Design sub_serial, sky130hd; sources not shown.
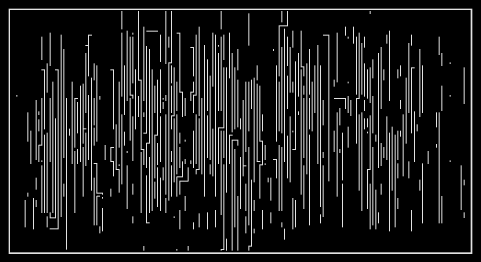
Fig. 1. Signal wires on met2 (run 1).
Scale: 6 px per um.
175 nets have wire on it. The wires run mostly vertical. The longest straight run is 30.3 um. The layer carries 2270 um of wire. The layer holds 49% of the routed length.
M2 GR Usage: 0.471
drt total wl: 4.69 mm

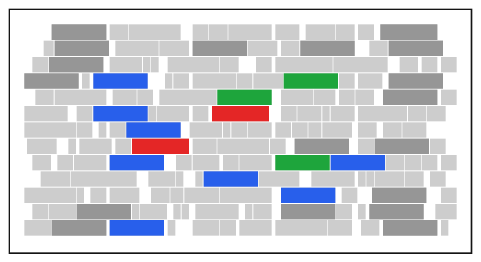
Fig. 2. Sequential cells grouped by signal name (run 1).
Scale: 6 px per um. Other sequential cells in the stronger gray, the rest of the logic in the fainter gray.
Green shows `count`, flops 3. Blue shows `b_reg`, flops 8. Red shows `state`, flops 2.
Another 18 sequential cells are not colored.
Register Area: 779 um^2
seq pwr: 0.00193 W
fin util: 0.894
sequential cell area share: 0.342

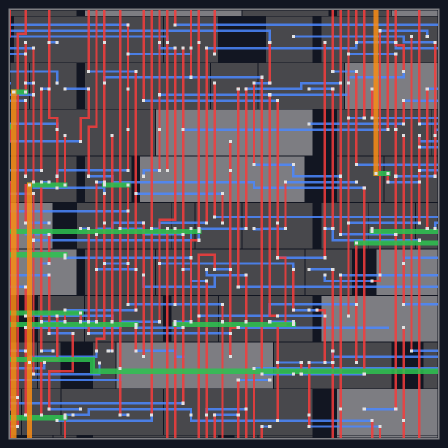
Fig. 3. Zoomed window (run 1).
Region (26, 8) to (51, 33) um. Cells in gray, sequential cells in the stronger gray; small squares are vias.
Orange shows met4. Blue shows met1. Green shows met3. Red shows met2.
41 logic cells have their middle in the window. Sequential cells in the window: 6. Most frequent: buf_4 (10), dfrtp_1 (5).

==> qor.yml, run 1 <==
clock_tree:
  clock.latency.late_pin_ns: 0.29
  numCtsBuffers: 5
  cts_tree: "done"
  cts_root_buf: "clkbuf_8"
  cts.path.max_buffers: 2
timing:
  post-route-min-period_ns: 1.45
  final-setup-viol-count: 35
  finClkSkew_ns: 0.00610
  final_max_slew_viol_count: 0
  worst_slew_pin_slew_ns: 0.399
  postLayoutSetupSlackWorst_ns: -0.246
  max_slew_margin: 0.734
global_route:
  grt_max_degree: 32
  grt_pass1_wl_mm: 5.82
  grt_pass1_vias: 1185
cells_and_area:
  n_fill_cell: 99
  fin_cells: 203
  drive_above_1_share: 0.524
  nets: 187
floorplan:
  fp_util: 0.571
  ios: 32
  core.rowCount: 13
critical_path:
  path_cells: "buf_4 -> o21bai_4 -> buf_12 -> a221o_1"
  end_kind: "flop"
  max_stage_delay_ns: 0.47
detailed_routing:
  drtIter0Drc: 111
pwr:
  p_clk_frac: 0.153
  p_per_area_nw_per_um2: 3060
  leakage_nw: 1.03
  combPwrFrac: 0.570
place:
  globalplace.congestion: 0.733
  dp.cells: 181
  dp_hpwl_mm: 1.99
flow_run:
  warnings: 29
hold_path:
  min_path_cells: 1
  hp-class: "in -> reg"
logic_synthesis:
  synthDistinctLibCells: 20
status:
  violations: "negative setup slack"
  status: "complete, but fails checks"
## run 1: cells by family after synthesis
| logic type | count (synthesis) | synth area share |
|---|---|---|
| multiplexers | 1 | 0.00772 |
| flip-flops | 31 | 0.532 |
| adder cells (fa/ha/maj) | 3 | 0.0309 |
| AND/OR/NAND/NOR | 33 | 0.166 |
| buffers and inverters | 28 | 0.0824 |
| AND-OR/OR-AND | 31 | 0.181 |
## run 1: layout make-up
cell class | count | area (um^2) | area share
multi-input combinational | 68 | 848 | 0.372
sequential | 31 | 779 | 0.342
timing repair buffer | 43 | 430 | 0.189
clock buffer | 6 | 82.6 | 0.0362
inverter | 16 | 60.1 | 0.0263
tap | 37 | 46.3 | 0.0203
clock inverter | 2 | 35.0 | 0.0154
## run 1: power by group through the flow
stage | logic, W | clock network (W) | registers, W
floorplan | 0.00153 | 0 | 0.00229
global placement | 0.00261 | 0 | 0.00188
detailed placement | 0.00271 | 0 | 0.00190
CTS | 0.00328 | 0.00107 | 0.00189
global route | 0.00416 | 0.00113 | 0.00199
finish | 0.00397 | 0.00107 | 0.00193
## run 1: stage by stage
step | hold WS (ns) | worst slack, ns | TNS, ns | area [um^2] | utilization
2_1_floorplan | 0.343 | -0.118 | -2.23 | 1520 | -
3_3_place_gp | 0.228 | -0.0993 | -0.241 | 1730 | 0.678
3_5_place_dp | 0.233 | -0.127 | -0.414 | 1730 | 0.678
4_1_cts | 0.0820 | -0.210 | -3.19 | 2120 | 0.831
5_1_grt | 0.0770 | -0.339 | -5.86 | 2280 | 0.894
6_report | 0.0898 | -0.246 | -4.75 | 2280 | 0.894
## run 1: synth_stat cells (all sizes together)
cell / number / share of area
a211oi: 7 / 0.036
a221o: 1 / 0.0069
a221oi: 7 / 0.042
a22o: 14 / 0.084
and2: 1 / 0.0043
and3b: 1 / 0.0060
buf: 8 / 0.031
clkbuf: 4 / 0.010
dfrtp: 31 / 0.53
fa: 1 / 0.014
ha: 2 / 0.017
inv: 16 / 0.041
mux2: 1 / 0.0077
nor2: 5 / 0.013
nor2b: 4 / 0.017
nor3b: 8 / 0.041
nor4b: 14 / 0.084
o21ba: 1 / 0.0069
o21bai: 1 / 0.0052
## run 1: metal layers
layer  GRT usage  routed length, um
met5           0                  0
met2       0.471               2270
met4      0.0909                140
met1       0.323               1950
met3      0.0856                326
## run 1: repair_timing
| item | 4_1_cts | 5_1_grt |
|---|---|---|
| gates cloned | 1 | 0 |
| buffers inserted | 8 | 5 |
| endpoints found under the hold margin | 31 | 0 |
| hold buffers | 1 | 0 |
| resized | 33 | 25 |
| endpoints found under the setup margin | 23 | 36 |
| pin swaps | 7 | 12 |
Fig. 4: run 1, cell sizes after repair
Scale: 8 px per um.
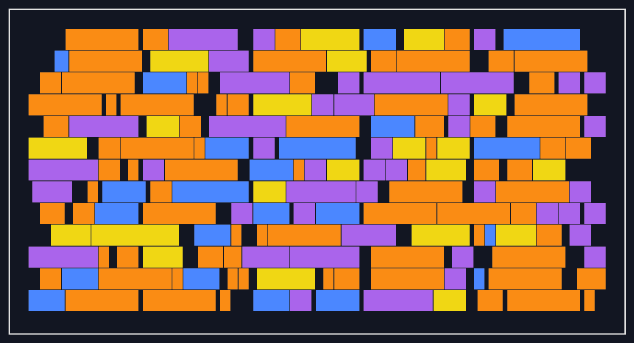

==> run 2: changes to the inputs <==
--- a/config.mk
+++ b/config.mk
@@ -8,11 +8,13 @@
 export CAP_MARGIN = 20
 export CORE_ASPECT_RATIO = 0.5
 export CORE_MARGIN = 2
-export CORE_UTILIZATION = 55
+export CORE_UTILIZATION = 45
 export CTS_CLUSTER_DIAMETER = 40
 export DETAILED_ROUTE_END_ITERATION = 6
 export DONT_BUFFER_PORTS = 1
-export PLACE_DENSITY = 0.81
+export HOLD_SLACK_MARGIN = 0.08
+export PLACE_DENSITY = 0.7
+export REMOVE_ABC_BUFFERS = 1
 export SYNTH_ARGS = -nofsm -noshare
 export SYNTH_HDL_FRONTEND = slang
 export SYNTH_SLANG_ARGS = --single-unit
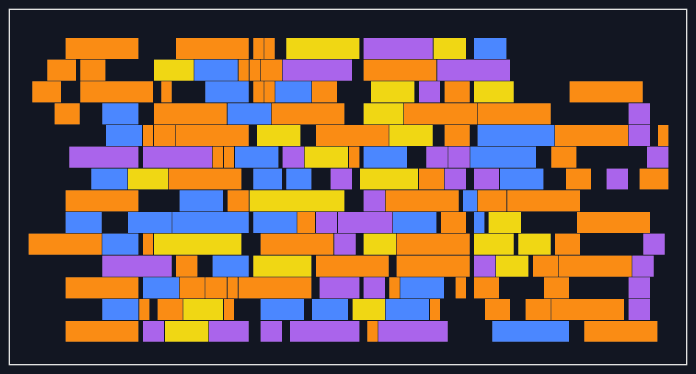
Fig. 5. Cell sizes after repair (run 2).
Scale: 8 px per um.
Orange shows drive 1 or less, cells 75, share 46%. Blue shows drive 2, cells 32, share 20%. Purple shows drive 3 to 4, cells 33, share 20%. Yellow shows drive 6 and up, cells 22, share 14%.
Final WS setup: -0.254 ns
synthesis-to-layout area growth: 56.1%
final instance area: 2280 um^2
bufs w/o clock: 39

==> qor.yml, run 2 <==
flow_run:
  warnings: 27  # -6.9%
cells_and_area:
  nets: 183  # -2.1%
  fin_cells: 202  # -0.49%
  n_fill_cell: 184  # +86%
logic_synthesis:
  edf_count: 0  # unchanged
  synthDistinctLibCells: 20  # unchanged
  yosys-top-cells-area: "dfrtp_1, a22o_1, nor4b_1, a221oi_1, inv_1"
  top_cell: "dfrtp_1"
  yosysTopAreaCell: "dfrtp_1"
  top_cell_area_share: 0.532  # unchanged
  async_flop_share: 1.00  # unchanged
detailed_routing:
  wl_mm: 3.94  # -16%
timing:
  hold-worst-slack_ns: 0.168  # +0.0780 ns
  post-route-min-period_ns: 1.45  # +0.00835 ns
  finClkSkew_ns: 0.00930  # +0.00320 ns
  final-setup-viol-count: 33  # -5.7%
  postLayoutSetupSlackWorst_ns: -0.254  # -0.00836 ns
  setup_tns_ns: -3.46  # +1.29 ns
  worst_slew_pin_slew_ns: 0.390  # -0.00973 ns
  final_max_slew_viol_count: 0  # unchanged
pwr:
  combPwrFrac: 0.541  # -0.029
  p_clk_frac: 0.165  # +0.012
  p_per_area_nw_per_um2: 2940  # -3.6%
floorplan:
  core.rowCount: 14  # +1
  fp_util: 0.478  # -0.0926
  ios: 32  # unchanged
global_route:
  grt_pass1_wl_mm: 5.51  # -5.4%
status:
  status: "complete, but fails checks"
  violations: "negative setup slack"
clock_tree:
  clock.latency.late_pin_ns: 0.30  # about the same
  cts_root_buf: "clkbuf_8"
  numCtsBuffers: 5  # unchanged
  cts.path.max_buffers: 2  # unchanged
critical_path:
  max_stage_delay_ns: 0.42  # -0.05 ns
  path_cells: "buf_12 -> nor2b_4 -> buf_8"
place:
  globalplace.congestion: 0.724  # -1.3%
  dp.cells: 180  # -0.55%
hold_path:
  hp-class: "in -> reg"
[run 2: cell types whose count changed in the layout (fill, tap and decap cells not counted), sizes merged]
cell and delta:
dlygate4sd3 +2, bufbuf +1, clkbuf +1, buf -8
[run 2: cell type report]
| class | instances | area, um^2 | area share |
|---|---|---|---|
| Multi-Input combinational cell | 68 | 841 | 0.369 |
| Sequential cell | 31 | 779 | 0.342 |
| Timing Repair Buffer | 39 | 428 | 0.188 |
| Clock buffer | 6 | 82.6 | 0.0363 |
| Inverter | 16 | 60.1 | 0.0264 |
| Tap cell | 40 | 50.0 | 0.0220 |
| Clock inverter | 2 | 35.0 | 0.0154 |
[run 2: stage by stage]
step | cell area, um^2 | setup slack [ns]
after floorplan | 1400 | -1.60
after global placement | 1640 | -0.150
after detailed placement | 1640 | -0.164
after CTS | 2000 | -0.215
after global routing | 2280 | -0.277
final | 2280 | -0.254
[run 2: logic make-up (layout without fill, tap and decap cells)]
logic type / Yosys count / after routing / synth area share
and+or+nand+nor: 33 / 33 / 0.166
AOI/OAI and AO/OA: 31 / 31 / 0.181
buffers and inverters: 28 / 63 / 0.0824
muxes: 1 / 1 / 0.00772
adders and majority gates: 3 / 3 / 0.0309
DFF: 31 / 31 / 0.532
[run 2: layer usage]
layer,wire [um],share of wire,vias to the layer above,global-route usage
li1,-,-,542,-
met1,1860,0.47,604,0.264
met2,1830,0.46,33,0.309
met3,158,0.040,9,0.0560
met4,89,0.023,0,0.114
met5,0,0,-,0
[run 2: worst reg2reg max path, cell delays in order, from the launching register on]
cell	delay [ns]
dfrtp_2	0.45
buf_4	0.16
o21bai_4	0.22
buf_8	0.17
mux2_2	0.27
[run 2: power by group through the flow]
stage / Combinational, W / Clock [W] / Sequential, W
2_1_floorplan: 0.00115 / 0 / 0.00238
3_3_place_gp: 0.00237 / 0 / 0.00191
3_5_place_dp: 0.00247 / 0 / 0.00193
4_1_cts: 0.00285 / 0.00109 / 0.00193
5_1_grt: 0.00384 / 0.00116 / 0.00202
6_report: 0.00362 / 0.00110 / 0.00197
[run 2: repair_timing]
| action | CTS | global route |
|---|---|---|
| buffers inserted | 5 | 3 |
| cloned | 1 | 2 |
| pin swaps | 3 | 11 |
| hold buffers | 3 | 0 |
| resized | 30 | 43 |
| endpoints found under the setup margin | 21 | 35 |
| hold endpoints to repair | 33 | 0 |
Power figures rest on the tool's default switching activity, not on a simulated workload.
